==> images/cell_density.png <==
11 x 11 tiles, from white (low) to dark blue (high), 0 to 100% covered.
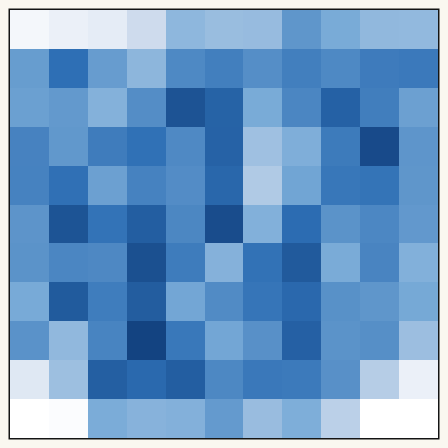
==> images/detail.png <==
Region (76, 76) to (96, 96) microns. Cells in gray, sequential cells in the stronger gray; small squares are vias.
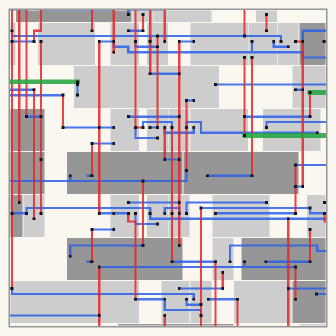
==> images/placement.png <==
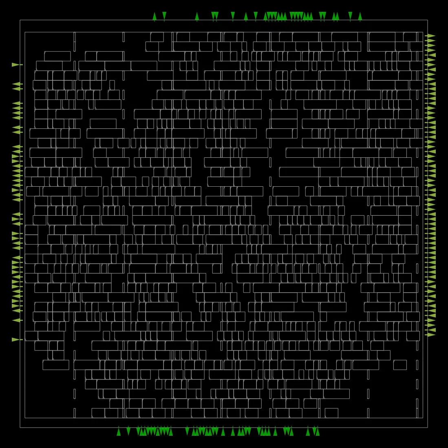
==> images/io_placement.png <==
Scale bar: 20 microns. Pins as bars across the die edge, other pins in gray.
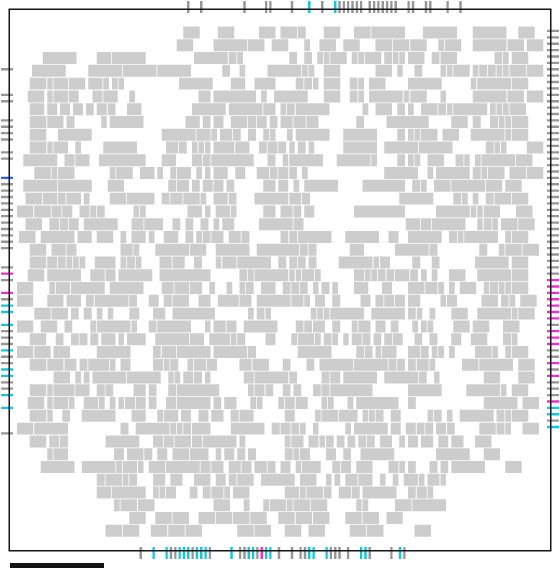
$ cat config.mk
export PLATFORM = sky130hd
export DESIGN_NAME = dma_fifo_fill_controller
export DESIGN_NICKNAME = d
export VERILOG_FILES = /design/src/rtl/dma_fifo_fill_controller.sv
export SDC_FILE = /design/constraint.sdc
export NUM_CORES = 1
export LEC_CHECK = 0
export CAP_MARGIN = 20
export CORE_UTILIZATION = 45
export CTS_CLUSTER_DIAMETER = 60
export DETAILED_ROUTE_END_ITERATION = 10
export GPL_ROUTABILITY_DRIVEN = 0
export HOLD_SLACK_MARGIN = 0.03
export PLACE_DENSITY = 0.77
export SLEW_MARGIN = 20
export SYNTH_ARGS = -nofsm -noshare
export SYNTH_HDL_FRONTEND = slang
export SYNTH_SLANG_ARGS = --single-unit
$ cat constraint.sdc
create_clock -name clock -period 5.1 [get_ports clock]
set_input_delay 0.51 -clock clock [delete_from_list [all_inputs] [get_ports clock]]
set_output_delay 0.51 -clock clock [all_outputs]
set_load 0.1 [all_outputs]
$ cat src/rtl/dma_fifo_fill_controller.sv
// ---------------------------------------------------------------------------
// dma_fifo_fill_controller
//
// Moves a programmed number of words from system memory into the SD host
// data FIFO write port. A start pulse latches the first address and the word
// count. For each word the controller:
//   1. issues a memory read request (REQ),
//   2. waits for FIFO space (PUSH),
//   3. pulses the FIFO write strobe and waits for the FIFO acknowledge
//      (WAIT_ACK).
// It then finishes with a one-cycle DONE pulse. Missing acknowledges time
// out into a sticky error. An abort stops the transfer early.
//
// Ports
//   clock, reset          system clock, synchronous active-high reset
//   start, abort          transfer control
//   base_addr, word_count transfer setup, latched on an accepted start
//   busy, done, error     status (done is a single-cycle pulse)
//   words_moved           words acknowledged by the FIFO in this/last transfer
//   mem_req/addr/ack/rdata  simple req/ack memory read bus
//   fifo_data/write/full/ack  FIFO write port
//
// Every output comes from a register or is a decode of the state register,
// so no input reaches an output combinationally.
// ---------------------------------------------------------------------------
module dma_fifo_fill_controller #(
  parameter int ADDR_W  = 32,
  parameter int DATA_W  = 32,
  parameter int LEN_W   = 16,
  parameter int TIMEOUT = 255
) (
  input  logic              clock,
  input  logic              reset,
  input  logic              start,
  input  logic              abort,
  input  logic [ADDR_W-1:0] base_addr,
  input  logic [LEN_W-1:0]  word_count,
  output logic              busy,
  output logic              done,
  output logic              error,
  output logic [LEN_W-1:0]  words_moved,
  output logic              mem_req,
  output logic [ADDR_W-1:0] mem_addr,
  input  logic              mem_ack,
  input  logic [DATA_W-1:0] mem_rdata,
  output logic [DATA_W-1:0] fifo_data,
  output logic              fifo_write,
  input  logic              fifo_full,
  input  logic              fifo_ack
);

  // The wait counter only has to reach TIMEOUT-1: it is 0 in the first
  // cycle of a state, so TIMEOUT-1 marks the TIMEOUT-th cycle.
  localparam int CNT_W = (TIMEOUT > 1) ? $clog2(TIMEOUT) : 1;
  localparam logic [CNT_W-1:0]  CNT_LAST  = CNT_W'(TIMEOUT - 1);
  localparam logic [ADDR_W-1:0] ADDR_STEP = ADDR_W'(DATA_W / 8);

  typedef enum logic [2:0] {
    S_IDLE,
    S_REQ,
    S_PUSH,
    S_WAIT_ACK,
    S_DONE
  } state_t;

  state_t             state_reg;
  logic [ADDR_W-1:0]  cur_addr_reg;
  logic [LEN_W-1:0]   remaining_reg;
  logic [DATA_W-1:0]  data_reg;
  logic [CNT_W-1:0]   wait_cnt_reg;
  logic [LEN_W-1:0]   words_moved_reg;
  logic               error_reg;
  logic               write_reg;

  always_ff @(posedge clock) begin
    if (reset) begin
      state_reg       <= S_IDLE;
      cur_addr_reg    <= '0;
      remaining_reg   <= '0;
      data_reg        <= '0;
      wait_cnt_reg    <= '0;
      words_moved_reg <= '0;
      error_reg       <= 1'b0;
      write_reg       <= 1'b0;
    end else begin
      // The FIFO write strobe is a single-cycle pulse. It is raised only on
      // the PUSH -> WAIT_ACK transition.
      write_reg <= 1'b0;

      case (state_reg)
        S_IDLE: begin
          if (start) begin
            words_moved_reg <= '0;
            error_reg       <= 1'b0;
            if (word_count != '0) begin
              cur_addr_reg  <= base_addr;
              remaining_reg <= word_count;
              wait_cnt_reg  <= '0;
              state_reg     <= S_REQ;
            end else begin
              state_reg <= S_DONE;
            end
          end
        end

        S_REQ: begin
          if (abort) begin
            state_reg <= S_DONE;
          end else if (mem_ack) begin
            data_reg  <= mem_rdata;
            state_reg <= S_PUSH;
          end else if (wait_cnt_reg == CNT_LAST) begin
            error_reg <= 1'b1;
            state_reg <= S_DONE;
          end else begin
            wait_cnt_reg <= wait_cnt_reg + 1'b1;
          end
        end

        // PUSH waits on FIFO space indefinitely; only abort can leave early.
        S_PUSH: begin
          if (abort) begin
            state_reg <= S_DONE;
          end else if (!fifo_full) begin
            write_reg    <= 1'b1;
            wait_cnt_reg <= '0;
            state_reg    <= S_WAIT_ACK;
          end
        end

        S_WAIT_ACK: begin
          if (abort) begin
            state_reg <= S_DONE;
          end else if (fifo_ack) begin
            words_moved_reg <= words_moved_reg + 1'b1;
            cur_addr_reg    <= cur_addr_reg + ADDR_STEP;
            remaining_reg   <= remaining_reg - 1'b1;
            wait_cnt_reg    <= '0;
            state_reg       <= (remaining_reg == LEN_W'(1)) ? S_DONE : S_REQ;
          end else if (wait_cnt_reg == CNT_LAST) begin
            error_reg <= 1'b1;
            state_reg <= S_DONE;
          end else begin
            wait_cnt_reg <= wait_cnt_reg + 1'b1;
          end
        end

        S_DONE: begin
          state_reg <= S_IDLE;
        end

        default: begin
          state_reg <= S_IDLE;
        end
      endcase
    end
  end

  assign busy        = (state_reg != S_IDLE);
  assign done        = (state_reg == S_DONE);
  assign mem_req     = (state_reg == S_REQ);
  assign mem_addr    = cur_addr_reg;
  assign fifo_data   = data_reg;
  assign fifo_write  = write_reg;
  assign words_moved = words_moved_reg;
  assign error       = error_reg;

endmodule
==> run notes <==
Item: results of the latest flow run.

- The run finished with clean final reports.
- The CTS tree is yes.
- TritonRoute reported its final design rule violation total as 0.
- The total routing resource utilization after global routing is 0.267.
- The category of the worst setup path launch point is a flop.
- The count of buffering cells on the critical path with inverters included is 2.
- The final-stage net count is just under 1000.
- The total congestion overflow is 0.
- The total area inside the core boundary comes to about 12000 sq um.
- In this run, post-CTS hold repair placed 0 buffers.
- The post-synthesis instance area is between 5000 and 6000 sq um.
- For the final database, setup skew stands at between 0.007 and 0.008 ns.
- The power density over the cells is between 200 and 300 nW/um^2.
- The average instance in the mapped netlist occupies approximately 7.4 sq um.
- The post-synth tally of flip-flops with integrated enable is 0.
- Looking at area per cell type in the netlist, the leader is sky130_fd_sc_hd__dfxtp_1.
- The report lists the cells along the critical path as or3b_2 -> inv_1 -> clkdlybuf4s50_1.
- Among logic cells in the layout, the one with the most instances is sky130_fd_sc_hd__clkdlybuf4s50_1.
- The maximum buffer depth of the clock tree is 2.
- The share of cells above drive strength 1 is 0.0474.
- The synth_stat.txt file lists the number of cells as 771.
- The count of fill cells added during filler insertion is around 1100.
- The final route contains ~6300 vias.
- The area share of the largest cell type after synthesis is 0.380.
- The sum of negative setup slack is 0 ns.
- Ranking logic cells in the layout by count gives the top entries 170 x sky130_fd_sc_hd__clkdlybuf4s50_1, 156 x sky130_fd_sc_hd__nand2_1, 109 x sky130_fd_sc_hd__dfxtp_1, 89 x sky130_fd_sc_hd__a21oi_1, 53 x sky130_fd_sc_hd__nor2_1.
- The latest clock arrival within the worst-skew pair is 0.35 ns.
- STA puts the critical path data required time at approximately 4.6 ns.
- The registers of the reported paths see a clock transition of 0.08 ns.
- The classification of the worst setup path is reg2out.
-- cell_density.png (at the start) --
fullest tile: 92%
nearly empty tiles: 3.3%
mean over tiles: 57%
tiles over 75% full: 17%
pre-placement core utilization: 0.470
final design utilization: 0.638

-- detail.png (at the start) --
[red] metal 2
[green] metal 3
[blue] metal 1
most frequent: nand2_1 (9), clkdlybuf4s50_1 (7), a21oi_1 (6)
cells with their middle in the window: 28
netlist names of flops here include: `fifo_data` (4)
sequential cells in the window: 4

-- placement.png (at the start) --
proportion of cell area occupied by registers: 0.280
sequential cell count: 109

-- io_placement.png (at the start) --
[cyan] `mem_addr` | pins: 32 | direction: output | edge: 19 bottom, 8 left, 3 right, 2 top
[magenta] `word_count` | pins: 16 | direction: input | edge: 13 right, 2 left, 1 bottom
[blue] `error` | pins: 1 | direction: output | edge: left
Chip Height: 115 microns
die width: 115 microns
number of port buffers: 171

-- per-layer routing --
layer / vias up / wire [microns] / global-route usage
li1: 3050 / - / -
met1: 2895 / 7930 / 0.364
met2: 287 / 7970 / 0.424
met3: 27 / 1480 / 0.0627
met4: 0 / 246 / 0.0667
met5: - / 0 / 0
-- worst reg2reg max path, cell delays in order, from the launching register on --
cell and delay, ns:
sky130_fd_sc_hd__dfxtp_1 0.57, sky130_fd_sc_hd__nand4b_1 0.35, sky130_fd_sc_hd__a21oi_4 0.38, sky130_fd_sc_hd__o21a_1 0.17
sky130_fd_sc_hd__buf_4 0.41, sky130_fd_sc_hd__o21ai_0 0.22, sky130_fd_sc_hd__a32o_2 0.31
-- synth_stat cells, types with 11 or more instances --
library cell                 n
sky130_fd_sc_hd__nand3_1    30
sky130_fd_sc_hd__clkbuf_1   33
sky130_fd_sc_hd__nor2_1     53
sky130_fd_sc_hd__buf_2      14
sky130_fd_sc_hd__inv_1      12
sky130_fd_sc_hd__nand2_1   157
sky130_fd_sc_hd__dfxtp_1   109
sky130_fd_sc_hd__a21oi_1    89
sky130_fd_sc_hd__and3_1     11
sky130_fd_sc_hd__nand4_1    25
sky130_fd_sc_hd__nor3_1     12
sky130_fd_sc_hd__a211oi_1   11
sky130_fd_sc_hd__xor2_1     14
sky130_fd_sc_hd__o21ai_0    47
sky130_fd_sc_hd__nor4_1     15
-- where the power goes --
part | switching [mW] | internal, mW | total (mW)
combinational | 0.406 | 0.184 | 0.590
clock | 0.332 | 0.436 | 0.768
sequential | 0.0561 | 0.892 | 0.949
total | 0.794 | 1.51 | 2.31
-- through the flow --
step | cells | area, sq um | hold WS (ns) | power, mW | setup WS [ns]
final | 1075 | 7790 | 0.453 | 2.31 | 1.87
after global routing | 1075 | 7790 | 0.470 | 2.40 | 1.79
after CTS | 1075 | 7790 | 0.458 | 2.31 | 1.88
after detailed placement | 1059 | 7470 | 0.448 | 1.55 | 2.00
after global placement | 1059 | 7470 | 0.441 | 1.54 | 2.06
after floorplan | 771 | 5740 | 0.449 | 1.36 | 2.25
-- cell type report --
cell class,count,area [sq um],area share
clock buffer,10,229,0.0294
clock inverter,6,96.3,0.0124
inverter,12,45.0,0.00578
multi-input combinational,593,3280,0.421
sequential,109,2180,0.280
tap,168,210,0.0270
timing repair buffer,177,1750,0.225
-- worst max path at each step --
stage,endpoint,slack [ns],cells after the start
6_report,mem_req,1.87,3
4_1_cts,mem_req,1.88,3
3_3_place_gp,mem_addr[26],2.06,7
3_5_place_dp,mem_addr[26],2.00,7
5_1_grt,mem_req,1.79,3
2_1_floorplan,mem_addr[24],2.25,6
-- logic make-up after synthesis --
family | synth area share
compound gates | 0.251
simple gates | 0.283
mux | 0.00196
xor+xnor | 0.0214
buf+inv | 0.0499
fa+ha+maj | 0.0131
flops | 0.380
No activity file was given, so power comes from the tool's default toggle rates.
